--- src/rtl/wave_voice_sched.sv ---
`default_nettype none
// ============================================================================
//  Module   : wave_voice_sched
//  Purpose  : Time-multiplexes one wave LUT across NUM_VOICES phase
//             accumulators and sums their samples into one mix per tick.
//             Define WAVE_VOICE_SCHED_MUTE_EN to add a per-voice mute input.
//  Revision : 1.0  initial release
// ============================================================================
module wave_voice_sched #(
    parameter int NUM_VOICES = 4,
    parameter int PHASE_W    = 16,
    // Derived width; leave at its default.
    parameter int MIX_W      = 16 + $clog2(NUM_VOICES)
) (
    input  logic                          clk_in,
    input  logic                          rst_n_in,
    input  logic                          tick_in,
    input  logic [NUM_VOICES*PHASE_W-1:0] freq_in,
    input  logic [NUM_VOICES*3-1:0]       type_in,
`ifdef WAVE_VOICE_SCHED_MUTE_EN
    input  logic [NUM_VOICES-1:0]         mute_in,
`endif
    output logic [3:0]                    lut_addr_out,
    output logic [2:0]                    lut_type_out,
    input  logic [15:0]                   lut_data_in,
    input  logic                          wr_req_in,
    input  logic [3:0]                    wr_addr_in,
    input  logic [3:0]                    wr_data_in,
    output logic                          wr_ack_out,
    output logic [3:0]                    mem_write_addr_out,
    output logic [3:0]                    mem_write_data_out,
    output logic                          mem_write_en_out,
    output logic [MIX_W-1:0]              mix_out,
    output logic                          mix_valid_out,
    output logic                          busy_out,
    output logic                          overrun_out
);

    localparam int                c_SLOT_W    = $clog2(NUM_VOICES);
    localparam logic [c_SLOT_W-1:0] c_LAST_SLOT = c_SLOT_W'(NUM_VOICES - 1);
    localparam logic [c_SLOT_W-1:0] c_SLOT_ONE  = c_SLOT_W'(1);

    localparam logic [0:0] c_ST_IDLE = 1'b0;
    localparam logic [0:0] c_ST_SLOT = 1'b1;

    logic [0:0]                        r_state;
    logic [0:0]                        w_state_nxt;
    logic [c_SLOT_W-1:0]               r_slot;
    logic [c_SLOT_W-1:0]               w_slot_nxt;
    logic                              w_frame_start;
    logic                              w_frame_last;
    logic                              w_in_slot;

    logic [NUM_VOICES-1:0][PHASE_W-1:0] r_phase;
    logic [MIX_W-1:0]                  r_acc;
    logic [MIX_W-1:0]                  r_mix;
    logic                              r_mix_valid;
    logic                              r_overrun;

    logic [PHASE_W-1:0]                w_freq [NUM_VOICES];
    logic [2:0]                        w_type [NUM_VOICES];
    logic [NUM_VOICES-1:0]             w_mute;
    logic [15:0]                       w_sample;
    logic [MIX_W-1:0]                  w_acc_sum;

    logic                              w_wr_accept;
    logic                              r_wr_ack;
    logic [3:0]                        r_wr_addr;
    logic [3:0]                        r_wr_data;

    generate
        for (genvar v = 0; v < NUM_VOICES; v++) begin : g_unpack
            assign w_freq[v] = freq_in[v*PHASE_W +: PHASE_W];
            assign w_type[v] = type_in[v*3 +: 3];
`ifdef WAVE_VOICE_SCHED_MUTE_EN
            assign w_mute[v] = mute_in[v];
`else
            assign w_mute[v] = 1'b0;
`endif
        end
    endgenerate

    always_ff @(posedge clk_in or negedge rst_n_in) begin
        if (!rst_n_in) begin
            r_state <= c_ST_IDLE;
            r_slot  <= '0;
        end else begin
            r_state <= w_state_nxt;
            r_slot  <= w_slot_nxt;
        end
    end

    always_comb begin
        w_state_nxt   = r_state;
        w_slot_nxt    = r_slot;
        w_frame_start = 1'b0;
        w_frame_last  = 1'b0;
        case (r_state)
            c_ST_IDLE: begin
                if (tick_in) begin
                    w_state_nxt   = c_ST_SLOT;
                    w_slot_nxt    = '0;
                    w_frame_start = 1'b1;
                end
            end
            c_ST_SLOT: begin
                if (r_slot == c_LAST_SLOT) begin
                    w_state_nxt  = c_ST_IDLE;
                    w_slot_nxt   = '0;
                    w_frame_last = 1'b1;
                end else begin
                    w_slot_nxt = r_slot + c_SLOT_ONE;
                end
            end
            default: begin
                w_state_nxt = c_ST_IDLE;
                w_slot_nxt  = '0;
            end
        endcase
    end

    assign w_in_slot    = (r_state == c_ST_SLOT);
    assign busy_out     = w_in_slot;
    assign lut_addr_out = w_in_slot ? r_phase[r_slot][PHASE_W-1 -: 4] : 4'd0;
    assign lut_type_out = w_in_slot ? w_type[r_slot] : 3'd0;

    // A muted voice still walks its phase; only its contribution is dropped.
    assign w_sample  = w_mute[r_slot] ? 16'd0 : lut_data_in;
    assign w_acc_sum = r_acc + {{(MIX_W-16){1'b0}}, w_sample};

    always_ff @(posedge clk_in or negedge rst_n_in) begin
        if (!rst_n_in) begin
            r_phase     <= '0;
            r_acc       <= '0;
            r_mix       <= '0;
            r_mix_valid <= 1'b0;
            r_overrun   <= 1'b0;
        end else begin
            r_mix_valid <= 1'b0;
            r_overrun   <= w_in_slot && tick_in;
            if (w_frame_start) begin
                r_acc <= '0;
            end else if (w_in_slot) begin
                r_acc           <= w_acc_sum;
                r_phase[r_slot] <= r_phase[r_slot] + w_freq[r_slot];
                if (w_frame_last) begin
                    r_mix       <= w_acc_sum;
                    r_mix_valid <= 1'b1;
                end
            end
        end
    end

    assign mix_out       = r_mix;
    assign mix_valid_out = r_mix_valid;
    assign overrun_out   = r_overrun;

    // Writes only land in IDLE with no tick pending, so a frame never sees
    // the table change underneath it; the ack term blocks a double accept.
    assign w_wr_accept = wr_req_in && !w_in_slot && !tick_in && !r_wr_ack;

    always_ff @(posedge clk_in or negedge rst_n_in) begin
        if (!rst_n_in) begin
            r_wr_ack  <= 1'b0;
            r_wr_addr <= 4'd0;
            r_wr_data <= 4'd0;
        end else begin
            r_wr_ack <= w_wr_accept;
            if (w_wr_accept) begin
                r_wr_addr <= wr_addr_in;
                r_wr_data <= wr_data_in;
            end
        end
    end

    assign wr_ack_out         = r_wr_ack;
    assign mem_write_en_out   = r_wr_ack;
    assign mem_write_addr_out = r_wr_addr;
    assign mem_write_data_out = r_wr_data;

endmodule
`default_nettype wire
--- config.mk ---
export PLATFORM = sky130hd
export DESIGN_NAME = wave_voice_sched
export DESIGN_NICKNAME = d
export VERILOG_FILES = /design/src/rtl/wave_voice_sched.sv
export SDC_FILE = /design/constraint.sdc
export NUM_CORES = 1
export LEC_CHECK = 0
export ABC_AREA = 1
export CAP_MARGIN = 25
export CORE_MARGIN = 5
export CORE_UTILIZATION = 23
export CTS_CLUSTER_DIAMETER = 200
export CTS_CLUSTER_SIZE = 25
export DETAILED_ROUTE_END_ITERATION = 16
export HOLD_SLACK_MARGIN = 0.08
export PLACE_DENSITY = 0.51
export SLEW_MARGIN = 20
export SYNTH_ARGS = -nofsm -noshare
export SYNTH_HDL_FRONTEND = slang
export SYNTH_SLANG_ARGS = --single-unit
--- constraint.sdc ---
create_clock -name clk_in -period 3 [get_ports clk_in]
set_clock_uncertainty 0.2 [all_clocks]
set_input_delay 0.45 -clock clk_in [delete_from_list [all_inputs] [get_ports clk_in]]
set_output_delay 0.45 -clock clk_in [all_outputs]
set_load 0.005 [all_outputs]
==> Slide: Implementation Results, run 1 <==
Implementation Results

Timing
  – Slew Limit Fails: 0
  – Final setup TNS: 0 ps
  – Slew HR: 64.2%
  – Post-route minimum period: 2820 ps
  – Worst-Margin Slew: 537 ps
  – Final worst setup slack: 176 ps
  – Final Hold Fails: 0
  – Max Clk Rate: 0.354 GHz
  – Final Setup Violations: 0
  – Final worst-path cycle share: a little over nine tenths

Placed design
  – Placer Congestion: around 0.8
  – Port Buf Inserts: 141
  – Pre-CTS setup slack: -7.20 ps
  – Final HPWL DP: about 16000 um
  – Placed Cells: 1500

Global route
  – Total track usage: 13.3%
  – Largest net degree at the start of global routing: roughly 73
  – Remaining global-route overflow: 0
  – First-pass GRT wire length: 36100 um
  – Initial antenna violation count: 1
  – Vias in the first global route: roughly 6900

Route
  – DR WL/cell: 14.4 um
  – Final WL: 22300 um
  – Routed via count: slightly below 7000
  – Via/cell ratio: 4.44
  – Initial DRT Pass Iterations: 4
  – Drt drc: 0
  – Antenna viol nets, final: 0
  – DRT iter0 DRCs: 413

Power and ir drop
  – Internal: 0.00745 W
  – NetSw: 0.00655 W
  – Overall power: roughly 0.014 W
  – Comb power frac: 65.4%
  – Max IR drop VDD: 572 uV
  – PD cells: 1430 nW/um^2
  – Static leakage: 4.64 nW
  – Sequential power share: 19.8%
  – Sw frac: 46.8%
  – Clock power share: 14.9%

Critical path
  – CP arrival: 2170 ps
  – CP Launch Type: register
  – Endpoint class of the critical path: output pin
  – Critical path peak fanout: 24
  – Crit path DRT: 2350 ps
  – CP Class: reg2out

Job
  – Max Cap Violations: 0
  – OpenROAD warning count: 29

Cells and area
  – Layout overhead on the synthesized area: 39.6%
  – Layout cells sized above 1: between 10% and 20%
  – Final core occ: 32.3%
  – Final nets: approximately 1300
  – Cell Count, Final, Fillers Out: ~1500
  – Filler cells: 3228
  – N_diodes: 0

Floorplan
  – # IOs: 142
  – Cell Rows: 64
  – Core area: 30300 sq um
  – Die ar.: roughly 34000 sq um
  – Fp util: 23.1%

Hold path
  – Hold Path Class: reg2reg

Logic synthesis
  – Most frequent cells after synthesis: nand2_1 (315), dfrtp_1 (114), o21ai_0 (112), nor2_1 (102), nand3_1 (64)
  – Ys Warns: 0
  – Cells after synthesis: 961
  – Area figure in the yosys stat output: about 7000 sq um
  – Syn Area/Cell: 7.31 sq um
  – Synthesized registers: approximately 110
  – Post-synth seq share: 40.6%
  – Cell count in the Yosys report: 961
  – Distinct lib cells: 36
  – Syn Nets: 1102
  – Main flop type: dfrtp_1
  – Top-area cell share: 40.6%
  – Fraction of registers with async set/reset: 100%
  – Main area contributors: dfrtp_1 (41%), nand2_1 (17%), o21ai_0 (8.0%), ha_1 (6.2%), nor2_1 (5.5%)
  – EDFF count, synth: 0
  – Area of the mapped netlist: 7020 sq um
  – Largest area contributor in the netlist: dfrtp_1
  – Top-count cell post-synth: nand2_1

Clock tree
  – CTS sink cnt: approximately 110
  – Worst-path clk slew: 50 ps
  – H-tree levels: 4
  – Max Root-Sink Buffers: 2
  – CTS tree: yes
  – Clk_lat worst skew: 410 ps
  – CTS root buf: clkbuf_16
  – TritonCTS Buffers: 17

Outcome
  – Status: completed
run 1: cell usage in the layout (no fill, tap or decap), types with 2 or more instances in the layout:
cell,instances
a21oi_1,32
a21oi_2,2
buf_12,3
buf_4,46
buf_6,2
bufinv_16,2
clkbuf_16,17
clkbuf_8,6
clkdlybuf4s50_1,137
clkinv_2,3
clkinvlp_4,2
dfrtp_1,112
dfrtp_2,2
dlymetal6s2s_1,2
fa_1,2
ha_1,34
inv_1,46
inv_2,3
nand2_1,315
nand2_2,9
nand3_1,64
nand3_2,4
nand3b_1,15
nand4_1,2
nor2_1,102
nor2_2,3
nor3_1,4
o21ai_0,112
o21ai_1,6
o22ai_1,25
xnor2_1,10
xor2_1,2
run 1: timing repair:
item                                   in CTS  in global routing
endpoints found under the hold margin      37                  0
pin swaps                                   0                  3
hold buffers                                1                  0
setup buffers                               0                  7
gates resized                               3                  8
setup endpoints to repair                   2                 36
gates cloned                                0                  1
run 1: flip-flops by register name, summed over array words and instances, names as in the netlist, 2 cells and up:
register / count
mem_write_addr_out: 4
mem_write_data_out: 4
mix_out: 18
r_acc: 18
r_phase: 64
r_slot: 2
run 1: metrics by stage:
step / area [sq um] / hold slack, ps
after floorplan: 7020 / -45.6
after global placement: 9080 / 255
after detailed placement: 9080 / 260
after CTS: 9710 / 276
after global routing: 9800 / 293
final: 9800 / 272
run 1: kinds of logic (layout without fill, tap and decap cells):
group	after synthesis	in the layout	share of synthesized area, %
xor+xnor	14	14	1.96
buf+inv	92	276	5.68
flops	114	114	40.6
compound gates	182	182	13.7
fa+ha+maj	37	37	6.81
simple gates	522	522	31.2
run 1: metal layers:
metal / share of wire [%] / wire length (um) / global-route usage, %
met5: 0.049 / 11 / 0
met4: 1.4 / 312 / 3.55
met3: 5.8 / 1290 / 3.79
met2: 46 / 10300 / 21.7
met1: 47 / 10400 / 17.2
run 1: worst max-delay path: stages, from the launching register on:
cell	delay, ps
dfrtp_2	450
buf_4	170
clkinv_8	80
buf_12	170
nand2_1	90
nand3_2	70
nand2_2	70
nor2_1	100
clkdlybuf4s50_1	550
run 1: path summary, 6_finish.rpt:
path,from,end,slack [ps],depth (start not counted)
setup / recovery,r_slot[0],lut_addr_out[3],180,8
hold / removal,mem_write_addr_out[0],mem_write_addr_out[0],270,2
setup reg to reg,r_slot[0],r_phase[43],210,13
hold reg to reg,mem_write_addr_out[0],mem_write_addr_out[0],270,2
max in group asynchronous,rst_n_in,r_slot[1],1400,3
min in group asynchronous,rst_n_in,mix_out[5],390,2
run 1: cell type report:
cell class / count / area (sq um) / area share (%)
clock buffer: 24 / 512 / 5.22
clock inverter: 8 / 98.8 / 1.01
inverter: 51 / 206 / 2.11
multi-input combinational: 755 / 3780 / 38.6
sequential: 114 / 2860 / 29.1
tap: 396 / 495 / 5.06
timing repair buffer: 192 / 1840 / 18.8
timing repair inverter: 1 / 8.76 / 0.0894
run 1: power by group through the flow:
stage | combinational (W) | sequential, W | clock, W
floorplan | 0.00591 | 0.00272 | 0
global placement | 0.00901 | 0.00279 | 0
detailed placement | 0.00908 | 0.00279 | 0
CTS | 0.00912 | 0.00278 | 0.00214
global route | 0.0104 | 0.00287 | 0.00221
finish | 0.00915 | 0.00277 | 0.00209
### I/O nets highlighted, run 1

Drawn at 1.5 px/um.
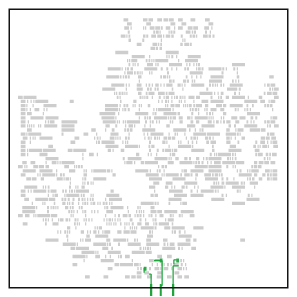
lut_type_out -> green  # bits 3, direction output, end cells 3, buffers 3, wire 59.4 um

### Sizing map, run 1

Drawn at 2 px/um.
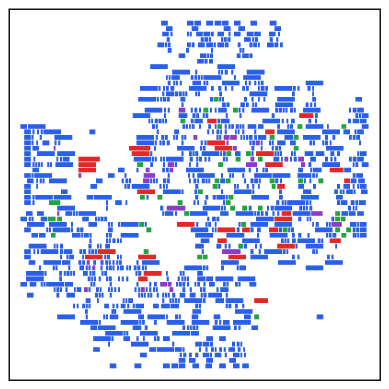
x3 and x4 -> green  # cells 52, share 4.5%, most used buf_4
x6 and larger -> red  # cells 32, share 2.8%, most used clkbuf_16
x1 and smaller -> blue  # cells 1030, share 90%, most used nand2_1
x2 -> purple  # cells 31, share 2.7%, most used nand2_2

### I/O pins on the die edge, run 1

Drawn at 2 px/um. Pins as bars across the die edge, other pins in gray.
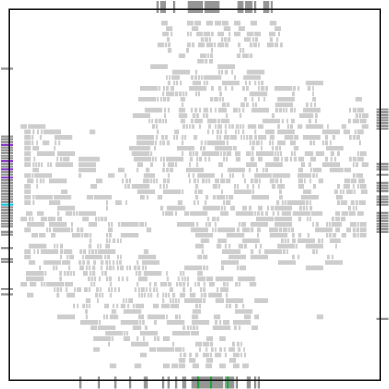
mem_write_data_out -> purple  # pins 4, direction output, edge left
lut_type_out -> green  # pins 3, direction output, edge bottom
overrun_out -> cyan  # pins 1, direction output, edge left
die width: 185 um
Die Height: 185 um

### Wiring by layer, run 1

Drawn at 2 px/um. Two of the layers only.
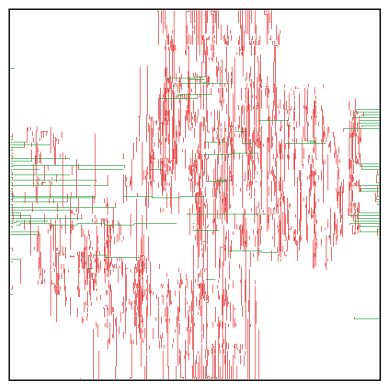
M2 -> red  # wire length 10300 um
M3 -> green  # wire length 1290 um

### Placement view, run 1

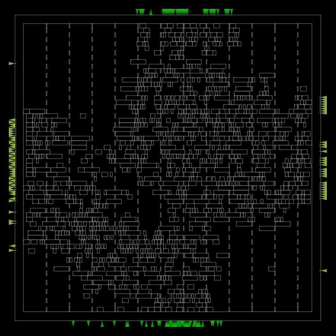

--- run 2 (diff from run 1) ---
--- a/config.mk
+++ b/config.mk
@@ -14,6 +14,7 @@
 export DETAILED_ROUTE_END_ITERATION = 16
 export HOLD_SLACK_MARGIN = 0.08
 export PLACE_DENSITY = 0.51
+export REMOVE_ABC_BUFFERS = 1
 export SLEW_MARGIN = 20
 export SYNTH_ARGS = -nofsm -noshare
 export SYNTH_HDL_FRONTEND = slang
### Placement view, run 2

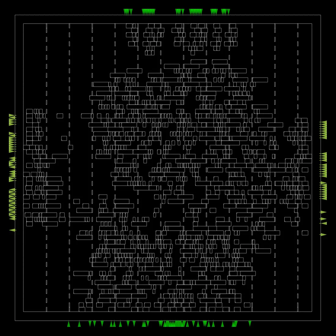
Cell Count, Final, Fillers Out: 1534
Filler cells: 3204
flop share of the area: 28.9%
final core occ: 32.6%

==> run 2 against run 1 <==
Against the previous run:
- non-clock buffer count fell by 7
- synthesized cell count did not move
- first-iteration DRC count fell by 19%
- sequential cell count did not move
- core utilization rose by 0.33 points
==> Slide: Implementation Results, run 2 <==
Implementation Results

Cells and area
  – Most flops, register: r_phase
  – Register Area: ~2900 sq um
  – Layout overhead on the synthesized area: 41.0%
  – Layout cells sized above 1: 9.84%
  – Logic area: ~3800 sq um
  – N_diodes: 0

Timing
  – Max Clk Rate: 0.345 GHz
  – Final Hold Fails: 0
  – Post-route minimum period: 2900 ps
  – Slew Limit Fails: 0
  – Worst-Margin Slew: 523 ps
  – Slew HR: 65.1%
  – Final worst-path cycle share: 96.7%
  – Final worst setup slack: 99.9 ps

Power and ir drop
  – PD cells: 1450 nW/um^2
  – Static leakage: 4.66 nW
  – Comb power frac: 64.3%
  – Internal: 0.00767 W
  – Overall power: approximately 0.014 W
  – Sequential power share: 19.4%
  – Sw frac: 46.6%
  – Max IR drop VDD: 495 uV

Route
  – Antenna viol nets, final: 0
  – Drt drc: 0
  – Final WL: ~23000 um
  – DRT iter0 DRCs: approximately 330
  – DR WL/cell: 15.0 um

Critical path
  – Critical path peak fanout: 24
  – CP endpoint: lut_type_out[0]
  – R2R Path End: r_phase[14]
  – Crit path DRT: between 2000 and 2500 ps
  – Endpoint class of the critical path: output pin
  – Critical Path Source: r_slot[0]
  – R2r startpoint: r_slot[0]

Floorplan
  – Die ar.: 34100 sq um
  – Die width: 185 um
  – Fp util: approximately 23%
  – # IOs: 142
  – Cell Rows: 64

Global route
  – Initial antenna violation count: 0
  – First-pass GRT wire length: approximately 37000 um
  – Vias in the first global route: just under 7000

Logic synthesis
  – Area figure in the yosys stat output: 7020 sq um
  – Most frequent cells after synthesis: nand2_1 (315), dfrtp_1 (114), o21ai_0 (112), nor2_1 (102), nand3_1 (64)
  – Ys Warns: 0
  – Largest area contributor in the netlist: dfrtp_1
  – Top-area cell share: 40.6%
  – Synthesized registers: 114
  – Fraction of registers with async set/reset: 100%
  – Cell count in the Yosys report: 961
  – Post-synth seq share: roughly two fifths
  – Main flop type: dfrtp_1
  – Main area contributors: dfrtp_1 (41%), nand2_1 (17%), o21ai_0 (8.0%), ha_1 (6.2%), nor2_1 (5.5%)
  – Area of the mapped netlist: about 7000 sq um
  – EDFF count, synth: 0
  – Syn Area/Cell: 7.31 sq um
  – Distinct lib cells: 36

Placed design
  – Final HPWL DP: roughly 16000 um
  – Pre-CTS setup slack: -50.4 ps
  – Port Buf Inserts: 141

Clock tree
  – CTS sink cnt: ~110
  – TritonCTS Buffers: 17
  – H-tree levels: 4

Outcome
  – Status: completed
## run 2: cell counts after synthesis
No cell type changed its count.
## run 2: power by group through the flow
stage          logic, W  registers (W)  clock network (W)
2_1_floorplan   0.00557        0.00286                  0
3_3_place_gp    0.00887        0.00280                  0
3_5_place_dp    0.00896        0.00281                  0
4_1_cts         0.00907        0.00280            0.00240
5_1_grt          0.0105        0.00289            0.00247
6_report        0.00924        0.00278            0.00235
## run 2: cell type report
class | instances | area share, %
Clock buffer | 21 | 4.85
Clock inverter | 11 | 2.00
Inverter | 51 | 2.09
Multi-Input combinational cell | 755 | 38.3
Sequential cell | 114 | 28.9
Tap cell | 396 | 5.00
Timing Repair Buffer | 185 | 18.8
Timing Repair inverter | 1 | 0.114
## run 2: layer usage
metal	wire length [um]	vias up	global-route usage, %
met5	0	-	0
met1	10900	3184	18.4
met4	291	0	3.90
met3	1250	21	3.28
met2	10500	138	21.4
li1	-	3502	-
## run 2: worst min path at each step
stage / from / endpoint / slack [ps] / depth (start not counted)
CTS: r_phase[25] / r_phase[25] / 280 / 2
detailed placement: rst_n_in / r_acc[14] / 200 / 1
floorplan: rst_n_in / busy_out / -50 / 0
global placement: rst_n_in / mix_out[14] / 190 / 1
finish: r_phase[25] / r_phase[25] / 270 / 2
global route: r_phase[38] / r_phase[38] / 290 / 2
## run 2: metrics by stage
stage          std cells  hold WS [ps]
2_1_floorplan        920         -45.6
3_3_place_gp        1491           191
3_5_place_dp        1491           201
4_1_cts             1525           276
5_1_grt             1534           294
6_report            1534           273
## run 2: timing repair
action	in CTS	in global routing
gates cloned	1	1
setup endpoints to repair	5	37
setup buffers	0	8
hold endpoints to repair	23	0
gates resized	6	15
hold buffers	1	0
pin swaps	0	3
## run 2: critical path, stage by stage, from the launching register on
cell	delay (ps)
dfrtp_4	500
buf_12	150
clkinv_8	80
buf_16	170
buf_4	170
o21ai_0	90
a21oi_1	140
clkdlybuf4s50_1	530
## run 2: cells by family after synthesis
logic type / after synthesis / share of synthesized area [%]
xor gates and xnor gates: 14 / 1.96
DFF: 114 / 40.6
AOI/OAI and AO/OA: 182 / 13.7
buffers and inverters: 92 / 5.68
adders and majority gates: 37 / 6.81
and+or+nand+nor: 522 / 31.2
Power figures rest on the tool's default switching activity, not on a simulated workload.
